===== src/rtl/rgb_led_sequencer_if.sv =====
// rgb_led_if: control/status bundle for one rgb_led_sequencer instance.
//   master: control logic side (drives en/mode/colour, reads LEDs and step status)
//   slave : the sequencer itself
//   i_en, i_mode[1:0], i_color_in[2:0] ({R,G,B}), i_duty[PWM_W-1:0] (RGB_PWM_EN only)
//   o_led_R/G/B, o_step_pulse, o_step_count[CNT_W-1:0]
// Optional feature macro: RGB_PWM_EN (adds PWM_W parameter and i_duty).
interface rgb_led_if #(
  parameter int CNT_W = 32
`ifdef RGB_PWM_EN
  , parameter int PWM_W = 8
`endif
);
  logic             i_en;
  logic [1:0]       i_mode;
  logic [2:0]       i_color_in;
`ifdef RGB_PWM_EN
  logic [PWM_W-1:0] i_duty;
`endif
  logic             o_led_R;
  logic             o_led_G;
  logic             o_led_B;
  logic             o_step_pulse;
  logic [CNT_W-1:0] o_step_count;

  modport master (
    output i_en, i_mode, i_color_in,
`ifdef RGB_PWM_EN
    output i_duty,
`endif
    input  o_led_R, o_led_G, o_led_B, o_step_pulse, o_step_count
  );

  modport slave (
    input  i_en, i_mode, i_color_in,
`ifdef RGB_PWM_EN
    input  i_duty,
`endif
    output o_led_R, o_led_G, o_led_B, o_step_pulse, o_step_count
  );
endinterface


===== src/rtl/rgb_led_sequencer.sv =====
// rgb_led_sequencer: RGB status-LED driver. A prescaler produces a step tick every
// TICK_DIV enabled clocks; a mode FSM turns steps into OFF / BLINK / CYCLE / STATIC
// colour patterns on registered, active-high LED outputs.
// Ports:
//   i_clk  - clock, rising edge
//   i_rst  - synchronous active-high reset
//   bus    - rgb_led_if.slave (en, mode, colour, [duty], LEDs, step pulse/count)
// Optional feature macro: RGB_PWM_EN - free-running PWM counter gates all LEDs by i_duty.
module rgb_led_sequencer #(
  parameter int TICK_DIV = 25000000,
  parameter int CNT_W    = 32,
  parameter int PWM_W    = 8
) (
  input  logic      i_clk,
  input  logic      i_rst,
  rgb_led_if.slave  bus
);

  if (TICK_DIV < 1 || CNT_W < 1 || PWM_W < 1) begin : g_bad_param
    $error("rgb_led_sequencer: TICK_DIV, CNT_W and PWM_W must be >= 1");
  end

  localparam logic [CNT_W-1:0] LastCnt = CNT_W'(TICK_DIV - 1);

  localparam logic [1:0] M_OFF    = 2'b00;
  localparam logic [1:0] M_BLINK  = 2'b01;
  localparam logic [1:0] M_CYCLE  = 2'b10;
  localparam logic [1:0] M_STATIC = 2'b11;

  typedef enum logic [1:0] {S_RED, S_GREEN, S_BLUE} cyc_state_t;

  cyc_state_t       r_cstate, w_cstate_nxt;
  logic [CNT_W-1:0] r_presc, w_presc_nxt;
  logic [CNT_W-1:0] r_cnt, w_cnt_nxt;
  logic             r_pulse, w_pulse_nxt;
  logic             r_phase, w_phase_nxt;   // 1 = blink ON half
  logic [1:0]       r_mode_q, w_mode_q_nxt;
  logic [2:0]       r_color_q, w_color_q_nxt;
  logic [2:0]       r_col, w_col;
  logic             w_mode_chg;
  logic             w_tick;
  logic [2:0]       w_cyc_col;

  always_comb begin
    unique case (r_cstate)
      S_RED:   w_cyc_col = 3'b100;
      S_GREEN: w_cyc_col = 3'b010;
      default: w_cyc_col = 3'b001;
    endcase
  end

  // Mode change restarts the pattern and suppresses a coinciding step.
  assign w_mode_chg = (bus.i_mode != r_mode_q);
  assign w_tick     = (r_presc == LastCnt) && !w_mode_chg;

  always_comb begin
    w_presc_nxt   = r_presc;
    w_cnt_nxt     = r_cnt;
    w_pulse_nxt   = 1'b0;
    w_phase_nxt   = r_phase;
    w_cstate_nxt  = r_cstate;
    w_mode_q_nxt  = r_mode_q;
    w_color_q_nxt = r_color_q;
    w_col         = r_col;
    if (bus.i_en) begin
      w_mode_q_nxt = bus.i_mode;
      if (w_mode_chg) begin
        w_presc_nxt   = '0;
        w_phase_nxt   = 1'b1;
        w_cstate_nxt  = S_RED;
        w_color_q_nxt = bus.i_color_in;
      end else if (w_tick) begin
        w_presc_nxt   = '0;
        w_cnt_nxt     = r_cnt + CNT_W'(1);
        w_pulse_nxt   = 1'b1;
        w_phase_nxt   = ~r_phase;
        w_color_q_nxt = bus.i_color_in;
        unique case (r_cstate)
          S_RED:   w_cstate_nxt = S_GREEN;
          S_GREEN: w_cstate_nxt = S_BLUE;
          default: w_cstate_nxt = S_RED;
        endcase
      end else begin
        w_presc_nxt = r_presc + CNT_W'(1);
      end
      // On the entry cycle the state registers still hold the old mode's values,
      // so show the entry colour directly.
      unique case (bus.i_mode)
        M_OFF:    w_col = 3'b000;
        M_BLINK:  w_col = w_mode_chg ? bus.i_color_in : (r_phase ? r_color_q : 3'b000);
        M_CYCLE:  w_col = w_mode_chg ? 3'b100 : w_cyc_col;
        M_STATIC: w_col = bus.i_color_in;
        default:  w_col = 3'b000;
      endcase
    end
  end

  always_ff @(posedge i_clk) begin
    if (i_rst) begin
      r_presc   <= '0;
      r_cnt     <= '0;
      r_pulse   <= 1'b0;
      r_phase   <= 1'b1;
      r_cstate  <= S_RED;
      r_mode_q  <= M_OFF;
      r_color_q <= 3'b000;
      r_col     <= 3'b000;
    end else begin
      r_presc   <= w_presc_nxt;
      r_cnt     <= w_cnt_nxt;
      r_pulse   <= w_pulse_nxt;
      r_phase   <= w_phase_nxt;
      r_cstate  <= w_cstate_nxt;
      r_mode_q  <= w_mode_q_nxt;
      r_color_q <= w_color_q_nxt;
      r_col     <= w_col;
    end
  end

  assign bus.o_step_pulse = r_pulse;
  assign bus.o_step_count = r_cnt;

`ifdef RGB_PWM_EN
  // PWM runs even when en=0 so held colours keep their brightness.
  logic [PWM_W-1:0] r_pwm_cnt;
  logic [2:0]       r_led;

  always_ff @(posedge i_clk) begin
    if (i_rst) begin
      r_pwm_cnt <= '0;
      r_led     <= 3'b000;
    end else begin
      r_pwm_cnt <= r_pwm_cnt + PWM_W'(1);
      r_led     <= w_col & {3{r_pwm_cnt < bus.i_duty}};
    end
  end

  assign {bus.o_led_R, bus.o_led_G, bus.o_led_B} = r_led;
`else
  assign {bus.o_led_R, bus.o_led_G, bus.o_led_B} = r_col;
`endif

endmodule


===== src/flat_wrapper.sv =====
// flat-port wrapper written by rule: the top's interface ports become plain ports
module rgb_led_sequencer_flat 
#(
  parameter int TICK_DIV = 25000000,
  parameter int CNT_W    = 32,
  parameter int PWM_W    = 8
)
  (i_clk, i_rst, bus_i_en, bus_i_mode, bus_i_color_in, bus_o_led_R, bus_o_led_G, bus_o_led_B, bus_o_step_pulse, bus_o_step_count);
  rgb_led_if #(.CNT_W(CNT_W)) bus_i ();
  input  logic i_clk;
  input  logic i_rst;
  input wire logic [$bits(bus_i.i_en)-1:0] bus_i_en;
  input wire logic [$bits(bus_i.i_mode)-1:0] bus_i_mode;
  input wire logic [$bits(bus_i.i_color_in)-1:0] bus_i_color_in;
  output wire logic [$bits(bus_i.o_led_R)-1:0] bus_o_led_R;
  output wire logic [$bits(bus_i.o_led_G)-1:0] bus_o_led_G;
  output wire logic [$bits(bus_i.o_led_B)-1:0] bus_o_led_B;
  output wire logic [$bits(bus_i.o_step_pulse)-1:0] bus_o_step_pulse;
  output wire logic [$bits(bus_i.o_step_count)-1:0] bus_o_step_count;
  assign bus_i.i_en = bus_i_en;
  assign bus_i.i_mode = bus_i_mode;
  assign bus_i.i_color_in = bus_i_color_in;
  assign bus_o_led_R = bus_i.o_led_R;
  assign bus_o_led_G = bus_i.o_led_G;
  assign bus_o_led_B = bus_i.o_led_B;
  assign bus_o_step_pulse = bus_i.o_step_pulse;
  assign bus_o_step_count = bus_i.o_step_count;
  rgb_led_sequencer #(.TICK_DIV(TICK_DIV), .CNT_W(CNT_W), .PWM_W(PWM_W)) u_core (.i_clk(i_clk), .i_rst(i_rst), .bus(bus_i));
endmodule

===== config.mk =====
export PLATFORM = sky130hd
export DESIGN_NAME = rgb_led_sequencer_flat
export DESIGN_NICKNAME = d
export VERILOG_FILES = /design/src/rtl/rgb_led_sequencer_if.sv /design/src/rtl/rgb_led_sequencer.sv /design/src/flat_wrapper.sv
export SDC_FILE = /design/constraint.sdc
export NUM_CORES = 1
export LEC_CHECK = 0
export ABC_CLOCK_PERIOD_IN_PS = 3000
export CAP_MARGIN = 20
export CORE_MARGIN = 2
export CORE_UTILIZATION = 56
export DETAILED_ROUTE_END_ITERATION = 10
export PLACE_DENSITY_LB_ADDON = 0.05
export SYNTH_ARGS = -nofsm -noshare
export SYNTH_HDL_FRONTEND = slang
export SYNTH_SLANG_ARGS = --single-unit

===== constraint.sdc =====
create_clock -name i_clk -period 3 [get_ports i_clk]
set_input_delay 0.9 -clock i_clk [delete_from_list [all_inputs] [get_ports i_clk]]
set_output_delay 0.9 -clock i_clk [all_outputs]
set_load 0.01 [all_outputs]

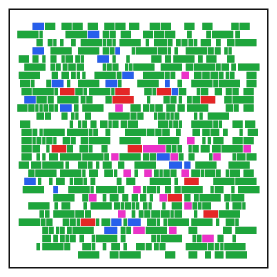
Fig. 1. Drive-strength map (run 1).
Scale: 3 px per µm.
size	colour	cells	share
_3 and _4 cells	magenta	19	3.8%
_6 and larger	red	11	2.2%
_2 cells	blue	20	4.0%
_0 and _1 cells	green	454	90%
Layout area overhead: 19.2%
non-clock buffer count in the final layout: 60
post-route design area: 4460 µm²
Final WS setup: 282 ps

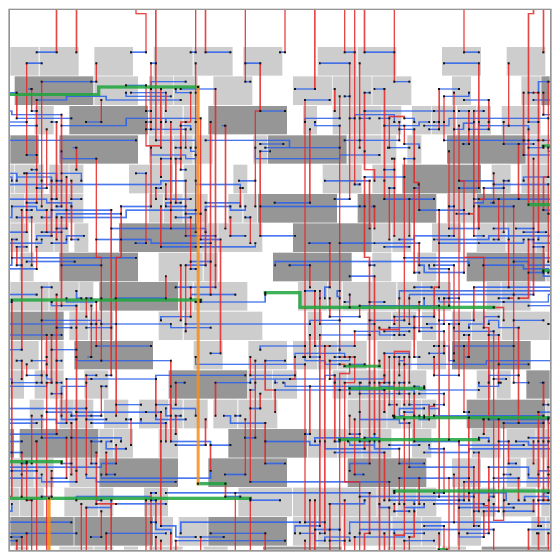
Fig. 2. Layout detail (run 1).
Window x 18 to 68, y 35 to 85 µm. Cells in grey, sequential cells in the stronger grey; small squares are vias.
layer	colour
metal 2	red
metal 1	blue
metal 4	orange
metal 3	green
cells with their middle in the window	197
netlist names of flops here include	`u_core.bus.o_step_count` (19), `u_core.r_color_q` (3), `u_core.r_presc` (3)
most frequent	dfxtp_1 (29), nor2_1 (17), clkdlybuf4s50_1 (16)
sequential cells in the window	29

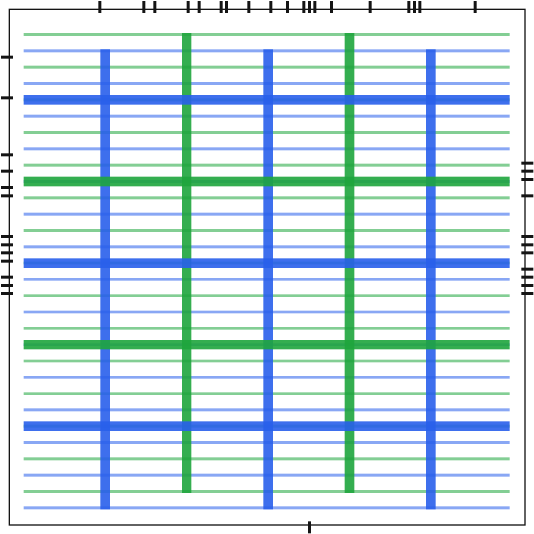
Fig. 3. Floorplan with the power grid (run 1).
Scale: 6 px per µm. Pins as bars on the die edge.
net	colour
VDD	green
VSS	blue
met5 straps	5
met1 rails	30

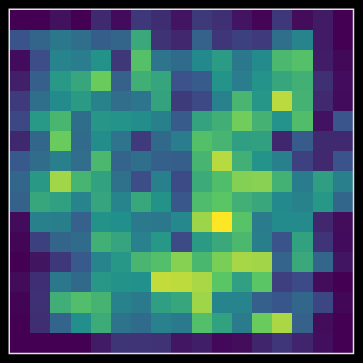
Fig. 4. Wiring heat map (run 1).
Scale: 4 px per µm. The die is cut into 17 by 17 equal tiles; dark purple is low, yellow is high, scaled to the fullest tile. Values are wire area over tile area, all layers added.
nearly empty tiles	6.2%
mean over tiles	0.18
tiles over half the peak	35%
fullest tile	0.47
drt wl/cell: 14.5 µm
final WL: 8450 µm
vias: 3394

==> flow_metrics.py, run 1 <==
# Physical implementation metrics
metrics = {
    "power_and_ir_drop": {
        "power_w": 0.00181,
        "ir_drop_mv": 0.358,
        "p_per_area_nw_per_um2": 407,
        "power.leakage_nw": 1.55,
    },
    "floorplanning": {
        "ios": 44,
        "rows": 29,
        "core_util_floorplan_pct": 58.5,
        "die_area_um2": 7340,
        "die_h_um": 85.7,
        "die_w_um": 85.7,
        "core_area_um2": 6390,
    },
    "worst_setup_path": {
        "critPathBufInv": 2,
        "r2r_slack_ps": 820,
        "timing.rr.start": "u_core.bus.o_step_count[0]",
        "critPathKind": "in2reg",
        "setup.worst_path.end_class": "flop",
        "regToRegEndpoint": "u_core.bus.o_step_count[28]",
        "reg2regPathDepth": 7,
        "critPathArrivalTime_ps": 2990,
        "slowest_delay_ps": 580,
        "path_delay_family": "simple AND/OR/NAND/NOR gates",
        "slowest_stage": "or4_1",
        "path_cells": "clkdlybuf4s50_1 -> xor2_1 -> buf_4 -> nor3b_2 -> nand4_4 -> or4_1 -> a21oi_1",
        "worst-path-max-fanout": 19,
        "start_kind": "input port",
        "worstPathRequired_ps": 3270,
    },
    "synthesis": {
        "synth.comb.largest_family": "simple AND/OR/NAND/NOR gates",
        "most_common_cell": "dfxtp_1",
        "netlist.area_leader.share_pct": 40.7,
        "yosys.area.top_type": "dfxtp_1",
        "ys.flops": 76,
        "ys_seq_share_pct": 40.7,
        "syn_inst": 450,
        "synthesis.nets": 460,
        "avgSynthCellArea_um2": 8.31,
        "xor_share_pct": 7.03,
        "aoi_share_pct": 8.77,
        "ys_types": 45,
        "synth-main-ff-cell": "dfxtp_1",
        "top_cells_by_area": "dfxtp_1, nor2_1, xor2_1, nand4_1, nand3_1",
        "ys_sh_adder_pct": 0.670,
        "ys_sh_simple_pct": 33.8,
        "yosys_warnings": 0,
        "common_cells": "dfxtp_1, nor2_1, nand2_1",
        "async_reset_ff_share_pct": 0,
        "yosys_area_um2": 3740,
        "synthMuxAreaShare_pct": 4.89,
        "yosys_cells": 450,
        "edf_count": 0,
        "syn_area_um2": 3740,
    },
    "route": {
        "wl_met1_um": 4090,
        "drc": 0,
        "drt-initial-drc-count": 262,
        "dr.pass1.iters": 5,
        "highest_layer": "met4",
        "postRouteAntennaNets": 0,
        "vias_per_cell": 5.84,
        "route.met3.wl_um": 431,
        "met2_length_um": 3840,
    },
    "clocking": {
        "ctsResizeCount": 0,
        "cts.path.max_buffers": 2,
        "htree_levels": 3,
        "insertion_delay_ps": 350,
        "clk_pin_slew_worst_paths_ps": 70,
        "cts_tree": "done",
        "cts_made_buffers": 9,
        "cts_setup_buffers": 0,
        "cts_num_sinks": 76,
        "cts_hold_buf": 0,
        "cts-root-buf": "clkbuf_8",
    },
    "final_timing": {
        "setup_viol": 0,
        "worst_pin_slew_ps": 516,
        "period_minus_slack_ps": 2720,
        "rsz0062_at_grt": "false",
        "finalClockPeriodUsage_pct": 90.6,
        "tns_ps": 0,
        "slew_violations": 0,
        "fin_worst_skew_ps": 10.9,
        "timing.hold.ws_ps": 465,
        "slew_headroom_pct": 65.6,
        "fmax_mhz": 368,
        "hold_viol": 0,
    },
    "worst_hold_path": {
        "min_path_type": "reg2reg",
        "min_path_cells": 2,
        "hold_path_end": "u_core.r_col[2]",
        "hp-start": "u_core.r_col[2]",
    },
    "final_layout": {
        "layout_top_cell": "dfxtp_1",
        "finalNetCount": 509,
        "mi_logic_area_um2": 2060,
        "postLayoutCoreUtil_pct": 69.8,
        "seqCellArea_um2": 1520,
        "fillCellCount": 531,
        "drive_gt1_share_pct": 9.92,
        "layout_top_cells": "dfxtp_1, nor2_1, clkdlybuf4s50_1",
        "fin_cells": 581,
        "antenna_cells": 0,
    },
    "grt": {
        "grtUsageTotal_pct": 24.3,
        "grt_pass1_wl_um": 14400,
        "grt_pass1_vias": 3086,
        "grt_max_degree": 39,
        "grt_overflow": 0,
        "antenna_found_initial": 0,
    },
    "flow_run": {
        "warning_count": 26,
        "cap_violations": 0,
    },
    "run_status": {
        "status": "complete, no violations",
    },
    "placement": {
        "gp_congestion": 0.868,
        "dp_slack_ps": -34.4,
        "place_inst": 565,
        "hpwl_um": 5940,
        "portBuffers": 43,
        "placed_cell_area_um2": 4290,
    },
}
-- run 1: kinds of logic after synthesis --
logic type / Yosys count
xor gates and xnor gates: 30
AOI/OAI and AO/OA: 56
and+or+nand+nor: 234
muxes: 17
DFF: 76
adders and majority gates: 2
buffers and inverters: 35
-- run 1: flip-flops by register name, indices dropped and copies added (netlist names) --
signal                   flops
u_core.r_col                 3
u_core.r_phase               1
u_core.bus.o_step_count     32
u_core.r_color_q             3
u_core.r_mode_q              2
u_core.bus.o_step_pulse      1
u_core.r_presc              32
u_core.r_cstate              2
-- run 1: layer usage --
metal	up-vias	GRT usage [%]
li1	1695	-
met1	1587	34.9
met2	104	36.6
met3	8	5.68
met4	0	7.36
met5	-	0
-- run 1: worst max-delay path by stage --
stage / from / end / slack (ps) / cells past startpoint
finish: bus_i_mode[0] / u_core.bus.o_step_count[11] / 280 / 7
detailed placement: bus_i_mode[0] / u_core.bus.o_step_count[11] / -30 / 7
CTS: bus_i_mode[0] / u_core.bus.o_step_count[11] / 300 / 7
global placement: bus_i_mode[0] / u_core.bus.o_step_count[4] / 40 / 8
floorplan: bus_i_mode[1] / u_core.bus.o_step_count[26] / 450 / 7
global route: bus_i_mode[0] / u_core.bus.o_step_count[6] / 180 / 7
-- run 1: layout make-up --
| class | count | area share [%] |
|---|---|---|
| Clock buffer | 14 | 3.43 |
| Sequential cell | 76 | 34.1 |
| Multi-Input combinational cell | 339 | 46.3 |
| Inverter | 13 | 1.10 |
| Tap cell | 77 | 2.16 |
| Clock inverter | 2 | 0.225 |
| Timing Repair Buffer | 60 | 12.7 |
-- run 1: report_power, final --
part / switching, W / leakage, nW / internal [W]
sequential: 0.00000554 / 0.614 / 0.00102
combinational: 0.0000629 / 0.851 / 0.0000450
clock: 0.000361 / 0.0844 / 0.000322
total: 0.000430 / 1.55 / 0.00138
==> inputs of run 2 (changes only) <==
--- a/config.mk
+++ b/config.mk
@@ -7,7 +7,6 @@
 export LEC_CHECK = 0
 export ABC_CLOCK_PERIOD_IN_PS = 3000
 export CAP_MARGIN = 20
-export CORE_MARGIN = 2
 export CORE_UTILIZATION = 56
 export DETAILED_ROUTE_END_ITERATION = 10
 export PLACE_DENSITY_LB_ADDON = 0.05
==> run 2 against run 1 <==
Effect of this change:
- non-clock buffer count is the same
- synthesized cell count is the same
- register-to-register slack is essentially flat
- critical path type unchanged
- largest power group unchanged
==> flow_metrics.py, run 2 <==
# Physical implementation metrics
metrics = {
    "placement": {
        "placed_cell_area_um2": 4290,
        "hpwl_um": 5670,
        "gp_congestion": 0.841,
        "place_inst": 565,
        "dp_slack_ps": -4.99,
        "portBuffers": 43,
    },
    "synthesis": {
        "most_common_cell": "dfxtp_1",
        "syn_area_um2": 3740,
        "yosys.area.top_type": "dfxtp_1",
        "yosys_warnings": 0,
        "edf_count": 0,
        "synthesis.nets": 460,
        "syn_inst": 450,
        "top_cells_by_area": "dfxtp_1, nor2_1, xor2_1, nand4_1, nand3_1",
        "avgSynthCellArea_um2": 8.31,
        "synth-main-ff-cell": "dfxtp_1",
        "common_cells": "dfxtp_1, nor2_1, nand2_1",
        "ys_seq_share_pct": 40.7,
        "async_reset_ff_share_pct": 0,
        "yosys_cells": 450,
        "ys.flops": 76,
        "ys_types": 45,
        "netlist.area_leader.share_pct": 40.7,
    },
    "worst_setup_path": {
        "critPathKind": "in2reg",
        "critPathArrivalTime_ps": 2950,
        "start_kind": "input port",
        "reg2regPathDepth": 6,
        "r2r_slack_ps": 820,
        "slowest_stage": "or4_1",
        "slowest_delay_ps": 560,
        "regToRegEndpoint": "u_core.bus.o_step_count[28]",
        "timing.rr.start": "u_core.bus.o_step_count[3]",
        "path_cells": "clkdlybuf4s50_1 -> xor2_1 -> buf_4 -> nor3b_2 -> nand4_4 -> or4_1 -> a21oi_1",
        "worstPathRequired_ps": 3280,
        "worst-path-max-fanout": 19,
        "setup.worst_path.end_class": "flop",
    },
    "final_timing": {
        "slew_violations": 0,
        "timing.hold.ws_ps": 465,
        "fin_worst_skew_ps": 4.88,
        "fmax_mhz": 374,
        "worst_pin_slew_ps": 624,
        "tns_ps": 0,
        "finalClockPeriodUsage_pct": 89.2,
        "hold_viol": 0,
        "setup_viol": 0,
        "period_minus_slack_ps": 2680,
        "slew_headroom_pct": 58.4,
        "setup_ws_ps": 325,
    },
    "final_layout": {
        "finalInstanceArea_um2": 4470,
        "layout_top_cell": "dfxtp_1",
        "finalNetCount": 509,
        "syn2layout_area_growth_pct": 19.6,
        "antenna_cells": 0,
        "drive_gt1_share_pct": 10.7,
        "layout_top_cells": "dfxtp_1, nor2_1, clkdlybuf4s50_1",
    },
    "clocking": {
        "cts-root-buf": "clkbuf_8",
        "cts_num_sinks": 76,
        "ctsResizeCount": 0,
        "cts_tree": "done",
        "insertion_delay_ps": 340,
        "cts_setup_buffers": 0,
        "cts.path.max_buffers": 2,
        "cts_hold_buf": 0,
        "cts_made_buffers": 9,
        "htree_levels": 3,
    },
    "floorplanning": {
        "die_area_um2": 7000,
        "ios": 44,
        "rows": 29,
        "core_area_um2": 6390,
        "core_util_floorplan_pct": 58.5,
    },
    "grt": {
        "grt.busiest_layer": "met2",
        "grtUsageTotal_pct": 24.0,
        "grt_util_met1_pct": 33.8,
        "grt_overflow": 0,
        "grt_pass1_wl_um": 13900,
        "grtUsageMet2_pct": 37.0,
        "grt_pass1_vias": 2977,
        "antenna_found_initial": 0,
    },
    "worst_hold_path": {
        "min_path_type": "reg2reg",
        "hp-start": "u_core.r_col[2]",
        "hold_path_end": "u_core.r_col[2]",
        "min_path_cells": 2,
    },
    "flow_run": {
        "cap_violations": 0,
        "warning_count": 26,
    },
    "power_and_ir_drop": {
        "p_per_area_nw_per_um2": 410,
        "power_w": 0.00183,
        "power.leakage_nw": 1.54,
    },
    "route": {
        "postRouteAntennaNets": 0,
        "wirelength_um": 8060,
        "dr.pass1.iters": 4,
        "vias": 3322,
        "post_drt_wl_per_cell_um": 13.9,
        "met2_length_um": 3630,
        "highest_layer": "met4",
        "route.met3.wl_um": 413,
    },
    "run_status": {
        "status": "complete, no violations",
    },
}
==> run 2: cell counts after synthesis <==
Identical to the previous run, type by type.
==> run 2: how the worst max path moves through the flow <==
stage                                        endpoint  slack [ps]  depth (start not counted)
after floorplan           u_core.bus.o_step_count[26]         450                          7
after global placement     u_core.bus.o_step_count[4]          40                          8
after detailed placement   u_core.bus.o_step_count[4]          -5                          8
after CTS                  u_core.bus.o_step_count[4]         330                          8
after global routing       u_core.bus.o_step_count[9]         220                          7
final                      u_core.bus.o_step_count[6]         320                          7
==> run 2: cells by family (layout without fill, tap and decap cells) <==
| family | count (synthesis) | count (layout) | synth area share [%] |
|---|---|---|---|
| mux | 17 | 17 | 4.89 |
| fa+ha+maj | 2 | 2 | 0.669 |
| xor+xnor | 30 | 30 | 7.03 |
| flops | 76 | 76 | 40.7 |
| compound gates | 56 | 56 | 8.77 |
| simple gates | 234 | 234 | 33.8 |
| buf+inv | 35 | 89 | 4.15 |
==> run 2: power by group <==
group	internal, W	switching (W)	total (W)
logic	0.0000446	0.0000614	0.000106
clock network	0.000319	0.000383	0.000703
registers	0.00102	0.00000573	0.00102
total	0.00138	0.000451	0.00183
==> run 2: worst max-delay path, delay by kind of cell <==
kind                   cells  cell delay (ps)
buffers and inverters      2              610
AND-OR/OR-AND              1              160
XOR/XNOR                   1              200
AND/OR/NAND/NOR            3             1080
==> run 2: cell type report <==
class / instances / area [µm²]
fillers: 555 / 1920
multi-input cells: 339 / 2060
clock buffers: 10 / 138
clock inverters: 6 / 40.0
flip-flops and latches: 76 / 1520
well taps: 77 / 96.3
repair buffers: 60 / 566
inverters: 13 / 48.8
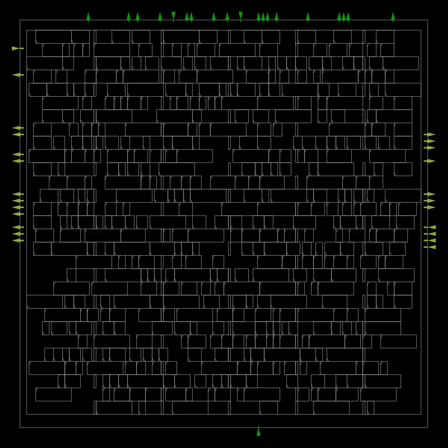
Fig. 5. Cell placement (run 2).
sequential share of cell area: 34.0%
Fill cells: 555
Final Util: 70.0%
Post-Layout Cell Count: 581
seq_cells: 76

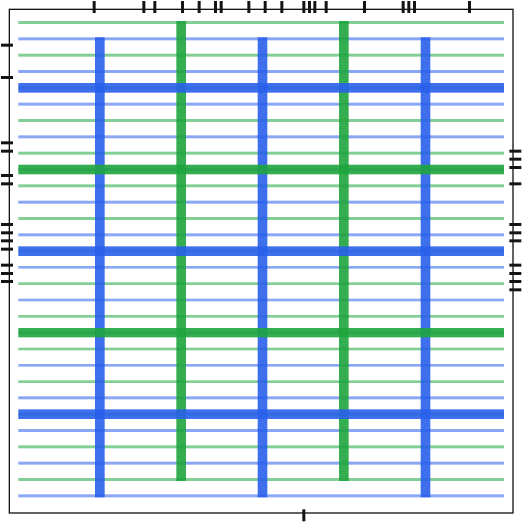
Fig. 6. Floorplan with the power grid (run 2).
Scale: 6 px per µm. Pins as bars on the die edge.
net	colour
VSS	blue
VDD	green
met4 straps	5
rows	29
met5 straps	5
signal pins	44
Die X: 83.7 µm
worst vdd ir: 0.335 mV

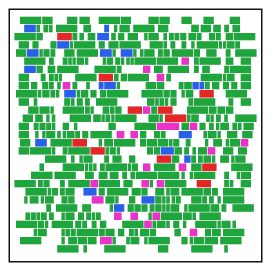
Fig. 7. Drive-strength map (run 2).
Scale: 3 px per µm.
size	colour	cells	share
_0 and _1 cells	green	450	89%
_2 cells	blue	20	4.0%
_6 and larger	red	11	2.2%
_3 and _4 cells	magenta	23	4.6%

==> inputs of run 3 (changes only) <==
--- a/config.mk
+++ b/config.mk
@@ -7,8 +7,9 @@
 export LEC_CHECK = 0
 export ABC_CLOCK_PERIOD_IN_PS = 3000
 export CAP_MARGIN = 20
-export CORE_UTILIZATION = 56
+export CORE_UTILIZATION = 63
 export DETAILED_ROUTE_END_ITERATION = 10
+export DONT_BUFFER_PORTS = 1
 export PLACE_DENSITY_LB_ADDON = 0.05
 export SYNTH_ARGS = -nofsm -noshare
 export SYNTH_HDL_FRONTEND = slang
==> run 3 against run 2 <==
Effect of this change:
- sequential share of layout area grew 4.4 points
- via count shrank 5.8%
- maximum frequency grew 22%
- synthesized area is the same
- combinational power shrank 45%
- wire length shrank 6.6%
==> flow_metrics.py, run 3 <==
# Physical implementation metrics
metrics = {
    "clocking": {
        "cts.path.max_buffers": 2,
        "cts_made_buffers": 9,
        "cts_setup_buffers": 0,
        "htree_levels": 3,
        "insertion_delay_ps": 350,
        "cts_tree": "done",
        "cts_num_sinks": 76,
        "ctsResizeCount": 0,
        "cts_hold_buf": 0,
        "cts-root-buf": "clkbuf_8",
    },
    "synthesis": {
        "synthesis.nets": 460,
        "ys_seq_share_pct": 40.7,
        "ys.flops": 76,
        "async_reset_ff_share_pct": 0,
        "synth-main-ff-cell": "dfxtp_1",
        "edf_count": 0,
        "avgSynthCellArea_um2": 8.31,
        "yosys_cells": 450,
        "syn_area_um2": 3740,
    },
    "final_layout": {
        "drive_gt1_share_pct": 8.91,
        "antenna_cells": 0,
        "layout_top_cells": "dfxtp_1, nor2_1, nand2_1",
        "finalNetCount": 454,
        "layout_top_cell": "dfxtp_1",
    },
    "flow_run": {
        "warning_count": 26,
    },
    "final_timing": {
        "setup_viol": 0,
        "period_minus_slack_ps": 2200,
        "slew_headroom_pct": 56.3,
        "fmax_mhz": 455,
        "tns_ps": 0,
        "hold_viol": 0,
        "slew_violations": 0,
    },
    "grt": {
        "grt_overflow": 0,
        "antenna_found_initial": 0,
        "grt_util_met1_pct": 35.3,
        "grtUsageMet2_pct": 39.2,
        "grt_pass1_wl_um": 12800,
        "grtUsageTotal_pct": 26.0,
    },
    "run_status": {
        "status": "complete, no violations",
    },
    "worst_setup_path": {
        "regToRegEndpoint": "u_core.bus.o_step_count[28]",
        "critPathBufInv": 1,
        "reg2regPathDepth": 7,
        "slowest_delay_ps": 450,
        "path_cells": "ha_1 -> nand2_1 -> nor4_1 -> nand4_1 -> buf_4 -> nor4_1 -> mux2_2",
        "setup.worst_path.end_class": "flop",
        "critPathKind": "reg2reg",
    },
    "floorplanning": {
        "rows": 27,
        "die_area_um2": 6240,
        "die_w_um": 79.0,
        "core_util_floorplan_pct": 66.6,
        "ios": 44,
    },
    "worst_hold_path": {
        "hp-start": "u_core.r_color_q[2]",
        "min_path_cells": 2,
        "hold_path_end": "u_core.r_color_q[2]",
        "min_path_type": "reg2reg",
    },
    "placement": {
        "portBuffers": 0,
        "place_inst": 505,
    },
    "route": {
        "vias": 3130,
        "post_drt_wl_per_cell_um": 14.4,
        "postRouteAntennaNets": 0,
    },
    "power_and_ir_drop": {
        "share_seq_of_total_power_pct": 54.9,
        "top_power_group": "registers",
        "internal_power_w": 0.00147,
        "p_per_area_nw_per_um2": 471,
        "p_switching_w": 0.000398,
        "ir_drop_mv": 0.301,
        "power.leakage_nw": 1.35,
        "power_frac_comb_pct": 3.1,
        "pwr-share-clk_pct": 41.9,
        "swShare_pct": 21.3,
    },
}
[run 3: netlist changes by cell type in the layout (fill, tap and decap cells not counted), sizes merged]
cell and change:
clkinvlp -3, buf -13, clkbuf +2, clkdlybuf4s50 -42, bufinv +1
[run 3: logic make-up after synthesis]
kind of cell             synth area share (%)
AND-OR/OR-AND                            8.77
XOR/XNOR                                 7.03
adder cells (fa/ha/maj)                 0.669
buffers and inverters                    4.15
flip-flops                               40.7
multiplexers                             4.89
AND/OR/NAND/NOR                          33.8
[run 3: metal layers]
metal  part of all wire [%]  vias to the layer above
li1                       -                     1592
met1                     48                     1452
met2                     45                       72
met3                    4.4                       14
met4                    2.2                        0
met5                      0                        -
[run 3: area by class of cell]
| cell class | count | area, µm² | share of cell area [%] |
|---|---|---|---|
| clock buffers | 12 | 155 | 3.92 |
| repair buffers | 5 | 37.5 | 0.948 |
| well taps | 72 | 90.1 | 2.27 |
| inverters | 13 | 48.8 | 1.23 |
| clock inverters | 4 | 47.5 | 1.20 |
| flip-flops and latches | 76 | 1520 | 38.4 |
| multi-input cells | 339 | 2060 | 52.0 |
[run 3: stage by stage]
step | setup WS, ps | area (µm²)
CTS | 788 | 3960
global route | 609 | 3960
floorplan | 455 | 3740
finish | 802 | 3960
detailed placement | 467 | 3760
global placement | 515 | 3760
[run 3: how the worst max path moves through the flow]
stage	start	end	cells past startpoint
after floorplan	bus_i_mode[1]	u_core.bus.o_step_count[26]	7
after global placement	bus_i_mode[0]	u_core.bus.o_step_count[28]	6
after detailed placement	bus_i_mode[0]	u_core.bus.o_step_count[28]	6
after CTS	u_core.bus.o_step_count[0]	u_core.bus.o_step_count[28]	7
after global routing	u_core.bus.o_step_count[0]	u_core.bus.o_step_count[28]	7
final	u_core.bus.o_step_count[0]	u_core.bus.o_step_count[28]	7
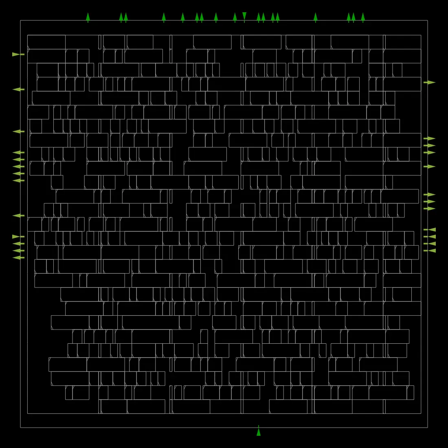
Fig. 8. Cell placement (run 3).
Fill cells: 470
Final Util: 70.6%
Post-Layout Cell Count: 521
num tapcells: 72
Core Area: 5610 µm²

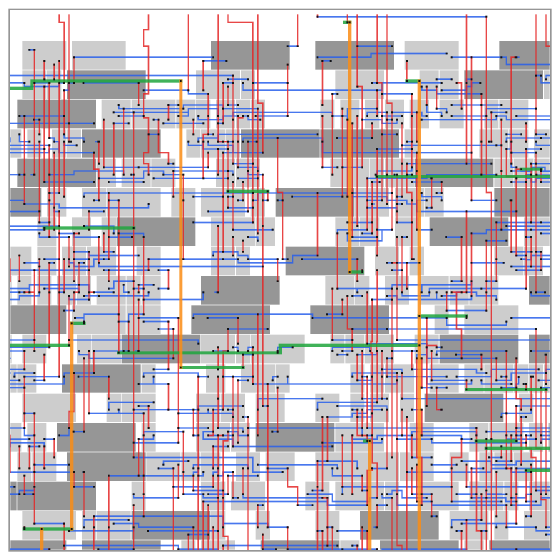
Fig. 9. Layout detail (run 3).
Window x 15 to 65, y 29 to 79 µm. Cells in grey, sequential cells in the stronger grey; small squares are vias.
layer	colour
metal 4	orange
metal 3	green
metal 2	red
metal 1	blue
most frequent	dfxtp_1 (30), nor2_1 (28), nand2_1 (13)
netlist names of flops here include	`u_core.bus.o_step_count` (19), `u_core.r_presc` (6), `u_core.r_cstate` (2)
cells with their middle in the window	196
sequential cells in the window	30

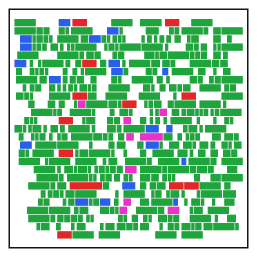
Fig. 10. Drive-strength map (run 3).
Scale: 3 px per µm.
size	colour	cells	share
_2 cells	blue	19	4.2%
_6 and larger	red	12	2.7%
_0 and _1 cells	green	409	91%
_3 and _4 cells	magenta	9	2.0%
Layout area overhead: 5.99%
Final WS setup: 802 ps
non-clock buffer count in the final layout: 5
post-route design area: 3960 µm²

Power figures rest on the tool's default switching activity, not on a simulated workload.
